Clock wiring as the flow saved it:
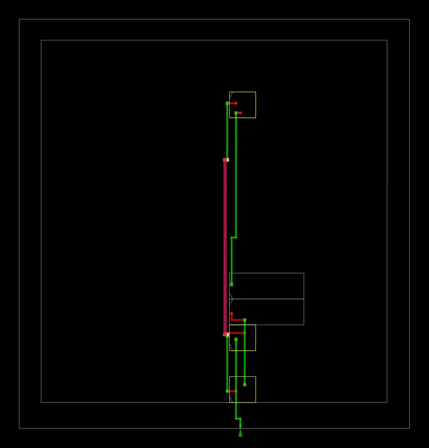
Wiring by layer:
The bar under the picture is 10 microns long. Two of the layers only.
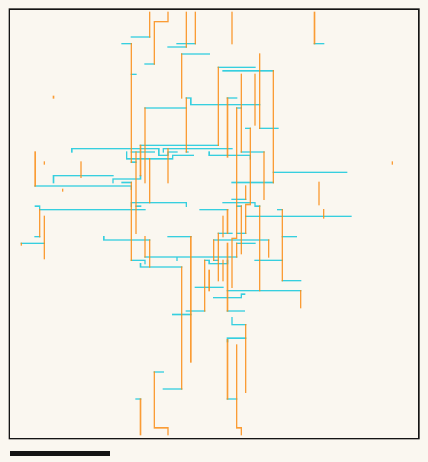
Metal 2:
The bar under the picture is 10 microns long.
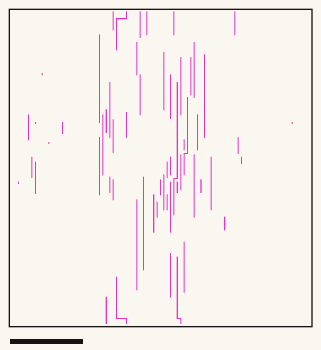
Power grid:
The bar under the picture is 10 microns long. Pins as bars on the die edge.
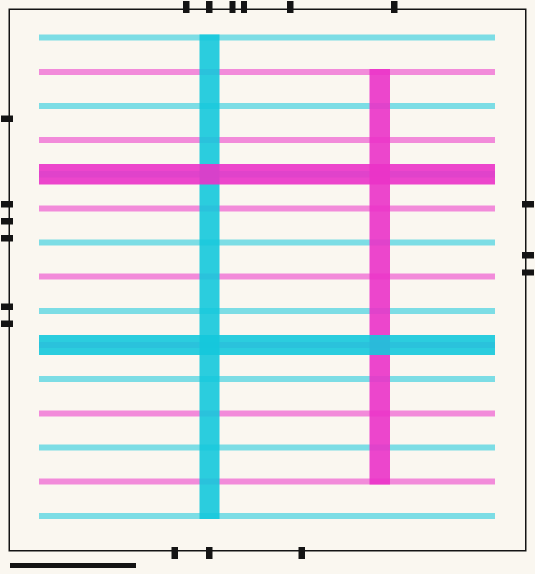
===== config.mk =====
export PLATFORM = sky130hd
export DESIGN_NAME = pipe_ctrl
export DESIGN_NICKNAME = d
export VERILOG_FILES = /design/src/rtl/pipe_ctrl_pkg.sv /design/src/rtl/pipe_ctrl.sv
export SDC_FILE = /design/constraint.sdc
export NUM_CORES = 1
export LEC_CHECK = 0
export ABC_CLOCK_PERIOD_IN_PS = 1200
export CORE_AREA = 2 2 39 41
export DETAILED_ROUTE_END_ITERATION = 10
export DIE_AREA = 0 0 41 43
export GPL_ROUTABILITY_DRIVEN = 1
export PLACE_DENSITY = 0.47
export SLEW_MARGIN = 15
export SYNTH_ARGS = -nofsm -noshare
export SYNTH_HDL_FRONTEND = slang
export SYNTH_SLANG_ARGS = --single-unit

===== constraint.sdc =====
create_clock -name clk -period 1.2 [get_ports clk]
set_input_delay 0.24 -clock clk [delete_from_list [all_inputs] [get_ports clk]]
set_output_delay 0.24 -clock clk [all_outputs]
set_load 0.005 [all_outputs]

===== src/rtl/pipe_ctrl_pkg.sv =====
// Shared pipeline-control definitions: hold/bubble encodings, per-stage bit indices and the
// controller FSM state encoding.
package pipe_ctrl_pkg;

  localparam logic StallYes = 1'b1;
  localparam logic StallNo  = 1'b0;

  localparam int StallBus = 5;

  localparam int StgPc    = 0;
  localparam int StgIfId  = 1;
  localparam int StgIdEx  = 2;
  localparam int StgExMem = 3;
  localparam int StgMemWb = 4;

  // Each request class holds every register upstream of the stalling stage and
  // injects a bubble into the register right after it.
  localparam logic [StallBus-1:0] MemStallVec  = 5'b01111;
  localparam logic [StallBus-1:0] MemBubbleVec = 5'b10000;
  localparam logic [StallBus-1:0] ExStallVec   = 5'b00111;
  localparam logic [StallBus-1:0] ExBubbleVec  = 5'b01000;
  localparam logic [StallBus-1:0] IdStallVec   = 5'b00011;
  localparam logic [StallBus-1:0] IdBubbleVec  = 5'b00100;

  typedef enum logic [1:0] {
    ST_IDLE     = 2'd0,
    ST_MC_WAIT  = 2'd1,
    ST_MEM_WAIT = 2'd2
  } pipe_state_e;

endpackage


===== src/rtl/pipe_ctrl.sv =====
// Stall/bubble controller for the five-stage pipe; MEM > EX > ID priority, PIPE_CTRL_TIMEOUT_EN adds a memory watchdog.
// Latency: zero cycles from request to stall; FSM state follows one edge later.
// Backpressure: holds upstream registers while a wait is open, releases in the ack/done cycle.
module pipe_ctrl
  import pipe_ctrl_pkg::*;
#(
  parameter int MEM_TIMEOUT = 255,
  parameter int CNT_W       = 8
) (
  input  logic                clk,
  input  logic                rst,
  input  logic                id_stallreq,
  input  logic                ex_mc_start,
  input  logic                ex_mc_done,
  input  logic                mem_req,
  input  logic                mem_ack,
  output logic [StallBus-1:0] stall,
  output logic [StallBus-1:0] bubble,
  output logic                mem_err
);

  pipe_state_e state_q, state_d;
  logic        wd_fire;
  logic        mem_wait;
  logic        ex_wait;

`ifdef PIPE_CTRL_TIMEOUT_EN
  localparam logic [CNT_W:0] TimeoutCmp = (CNT_W+1)'(MEM_TIMEOUT);

  logic [CNT_W-1:0] cnt_q, cnt_d;

  // The cycle that raised mem_req is not counted in MEM_WAIT, hence the +1.
  assign wd_fire = (state_q == ST_MEM_WAIT) && !mem_ack &&
                   (({1'b0, cnt_q} + (CNT_W+1)'(1)) == TimeoutCmp);

  always_comb begin
    cnt_d = cnt_q;
    if (state_q == ST_IDLE && state_d == ST_MEM_WAIT) begin
      cnt_d = '0;
    end else if (state_q == ST_MEM_WAIT && cnt_q != '1) begin
      cnt_d = cnt_q + CNT_W'(1);
    end
  end

  always_ff @(posedge clk) begin
    if (!rst) begin
      cnt_q <= '0;
    end else begin
      cnt_q <= cnt_d;
    end
  end
`else
  logic [CNT_W-1:0] unused_timeout;
  assign unused_timeout = CNT_W'(MEM_TIMEOUT);
  assign wd_fire        = 1'b0;
`endif

  always_comb begin
    state_d  = state_q;
    mem_wait = !mem_ack && !wd_fire && (mem_req || state_q == ST_MEM_WAIT);
    ex_wait  = !ex_mc_done && (ex_mc_start || state_q == ST_MC_WAIT);

    case (state_q)
      ST_IDLE: begin
        if (mem_req && !mem_ack) begin
          state_d = ST_MEM_WAIT;
        end else if (ex_mc_start && !ex_mc_done) begin
          state_d = ST_MC_WAIT;
        end
      end
      ST_MC_WAIT: begin
        if (ex_mc_done) state_d = ST_IDLE;
      end
      ST_MEM_WAIT: begin
        if (mem_ack || wd_fire) state_d = ST_IDLE;
      end
      default: state_d = ST_IDLE;
    endcase
  end

  always_comb begin
    stall   = '0;
    bubble  = '0;
    mem_err = 1'b0;
    if (rst) begin
      mem_err = wd_fire;
      if (mem_wait) begin
        stall  = MemStallVec;
        bubble = MemBubbleVec;
      end else if (ex_wait) begin
        stall  = ExStallVec;
        bubble = ExBubbleVec;
      end else if (id_stallreq) begin
        stall  = IdStallVec;
        bubble = IdBubbleVec;
      end
    end
  end

  always_ff @(posedge clk) begin
    if (!rst) begin
      state_q <= ST_IDLE;
    end else begin
      state_q <= state_d;
    end
  end

endmodule


==> impl_metrics.toml <==
# flow metrics
[layout]
final_layout_size_suffix_gt1_share_pct = 58.7
n_fill_cell = 159
top_register = "state_q"
largest_register_ffs = 2
antenna_cells = 0
non_filler_cells_in_the_finished_layout = 62
area_delta_synth_final_pct = 85.2
num-nets-final = 55

[yosys]
synthFlopType = "dfxtp_1"
syn_area_per_cell_sq_um = 7.86
cell_count_after_synthesis = 28
post-synth-top-area-cell = "buf_4"
synthDistinctLibCells = 17
top_area_cell_types = "buf_4, dfxtp_1, o21bai_4"
yosysWarningCount = 0
yosys_cells = 28
synth.most_common_cell = "buf_4"
ys_seq_elements = 2
mappedNetlistArea_sq_um = 220
async_reset_ff_share_pct = 0
post_synth_most_frequent_cells = "buf_4, nor2_1"
yosys.stat.chipArea_sq_um = 220
edf_count = 0

[worst_setup_path]
worstReg2RegEnd = "state_q[0]$_SDFFE_PN0P_"
timing.setup.critical_path_class = "register to output port"
worst_r2r_path_depth = 2
worst-r2r-setup-slack_ns = 0.39
path_max_fanout = 3
critical_path_arrival_ns = 1.18
crit_path_start_kind = "register"

[global_route]
globalRouteOverflowTotal = 0
maximum_number_of_pins_on_one_net_before_global_route_repair = 5
global_route_wire_length_before_repair_microns = 966
total_routing_usage_gr_pct = 8.30

[sta]
post-route-min-period_ns = 1.42
timing_max_transition_violations_final = 0
rsz0062_at_grt = "true"
fmax_mhz = 706
finalHoldViolations = 0
setup_viol_count_final = 7
setup-tns-final_ns = -1.02
layout_setup_ws_ns = -0.216

[placed_design]
finalWeightedCongestion = 0.591
placed_cells_incl_taps = 59
post-dp-hpwl_microns = 429

[floorplanning]
fp_util_pct = 15.9
io-pin-count = 18
core_region_area_sq_mm = 0.00138

[power_and_ir_drop]
power_frac_comb_pct = 31.5
p_sw_share_pct = 28.2
p_int_w = 0.000243
p_leak_nw = 0.192
total_switching_power_w = 0.0000954
clock_power_share_pct = 46.6
power_frac_seq_pct = 21.9

[drt]
wirelength_microns = 575
antenna_left = 0
route.detailed.drc = 0
first_pass_iters = 2

[run]
maxCapViolCount = 0
warnings = 28

[worst_hold_path]
min_from = "ex_mc_done"
holdPathStages = 2

[status]
failed_checks = "negative setup slack"
run_status = "complete, but fails checks"

[cts]
clock_pin_slew_on_the_worst_setup_and_hold_paths_ns = 0.03
tritoncts.num_buffers = 3
cts_tree = "done"
-- 'clock wiring as the flow saved it' (at the start) --
count of clock tree sinks: 2
clock group power: 0.000157 W
Seq Cell Count: 2
final worst clock skew: 0.00543 ns

-- 'wiring by layer' (at the start) --
| colour | layer | wire length |
|---|---|---|
| orange | M2 | 290 microns |
| cyan | M1 | 223 microns |

-- 'metal 2' (at the start) --
wire length on this layer: 290 microns
main direction: vertical

-- 'power grid' (at the start) --
| colour | net |
|---|---|
| cyan | VSS |
| magenta | VDD |
signal pins: 18
met1 rails: 15
met5 straps: 2
rows: 14
met4 straps: 2

==> routing by layer <==
metal / share of wire, % / global-route usage [%] / vias to the layer above
met3: 7.5 / 0.524 / 2
li1: - / - / 122
met1: 39 / 8.89 / 114
met5: 0 / 0 / -
met2: 50 / 12.2 / 11
met4: 3.1 / 10.0 / 0
==> final cells by class <==
type	instances	area (sq um)	area share (%)
Timing Repair Buffer	18	126	31.0
Tap cell	16	20.0	4.91
Clock buffer	3	22.5	5.52
Multi-Input combinational cell	22	193	47.2
Inverter	1	3.75	0.920
Sequential cell	2	42.5	10.4
==> logic make-up after synthesis <==
logic type,count (synthesis),share of synthesized area (%)
compound gates,7,26.7
buf+inv,7,22.2
flops,2,18.2
other cells,1,1.70
simple gates,11,31.2
==> worst max-delay path, cell delays in order, from the launching register on <==
cell and delay [ns]:
dfxtp_2 0.32, and2b_4 0.20, o21bai_4 0.12, nor3b_2 0.17, buf_2 0.13
==> repair_timing <==
action                                 in CTS  in global routing
endpoints found under the hold margin       0                  0
hold buffers                                0                  0
gates resized                              44                  1
pin swaps                                   5                  3
setup endpoints to repair                   7                  7
==> power by group through the flow <==
stage	clock network [W]	registers [W]	logic (W)
6_report	0.000157	0.0000740	0.000107
5_1_grt	0.000161	0.0000748	0.000118
4_1_cts	0.000166	0.0000742	0.000105
3_5_place_dp	0	0.0000738	0.000109
3_3_place_gp	0	0.0000738	0.000110
2_1_floorplan	0	0.0000734	0.0000551
==> layout by cell type (no fill, tap or decap), types with 2 or more instances in the layout <==
cell           count
buf_2              7
buf_4              5
clkbuf_4           3
conb_1             4
dfxtp_2            2
dlygate4sd2_1      5
nor2_1             2
nor2b_4            2
nor4_1             2
o21bai_4           2
==> worst max-delay path by stage <==
stage / endpoint / slack, ns
CTS: stall[1] / -0.24
finish: bubble[2] / -0.22
floorplan: stall[1] / 0.004
global placement: stall[1] / -0.69
detailed placement: stall[1] / -0.71
global route: bubble[2] / -0.29
==> per-stage QoR <==
| stage | total power [W] | instance area, sq um | hold slack, ns |
|---|---|---|---|
| final | 0.000338 | 408 | 0.426 |
| after global routing | 0.000354 | 408 | 0.451 |
| after detailed placement | 0.000183 | 377 | 0.499 |
| after global placement | 0.000184 | 377 | 0.502 |
| after floorplan | 0.000128 | 234 | 0.319 |
| after CTS | 0.000346 | 400 | 0.422 |
Power is estimated from default activity; no workload was simulated.
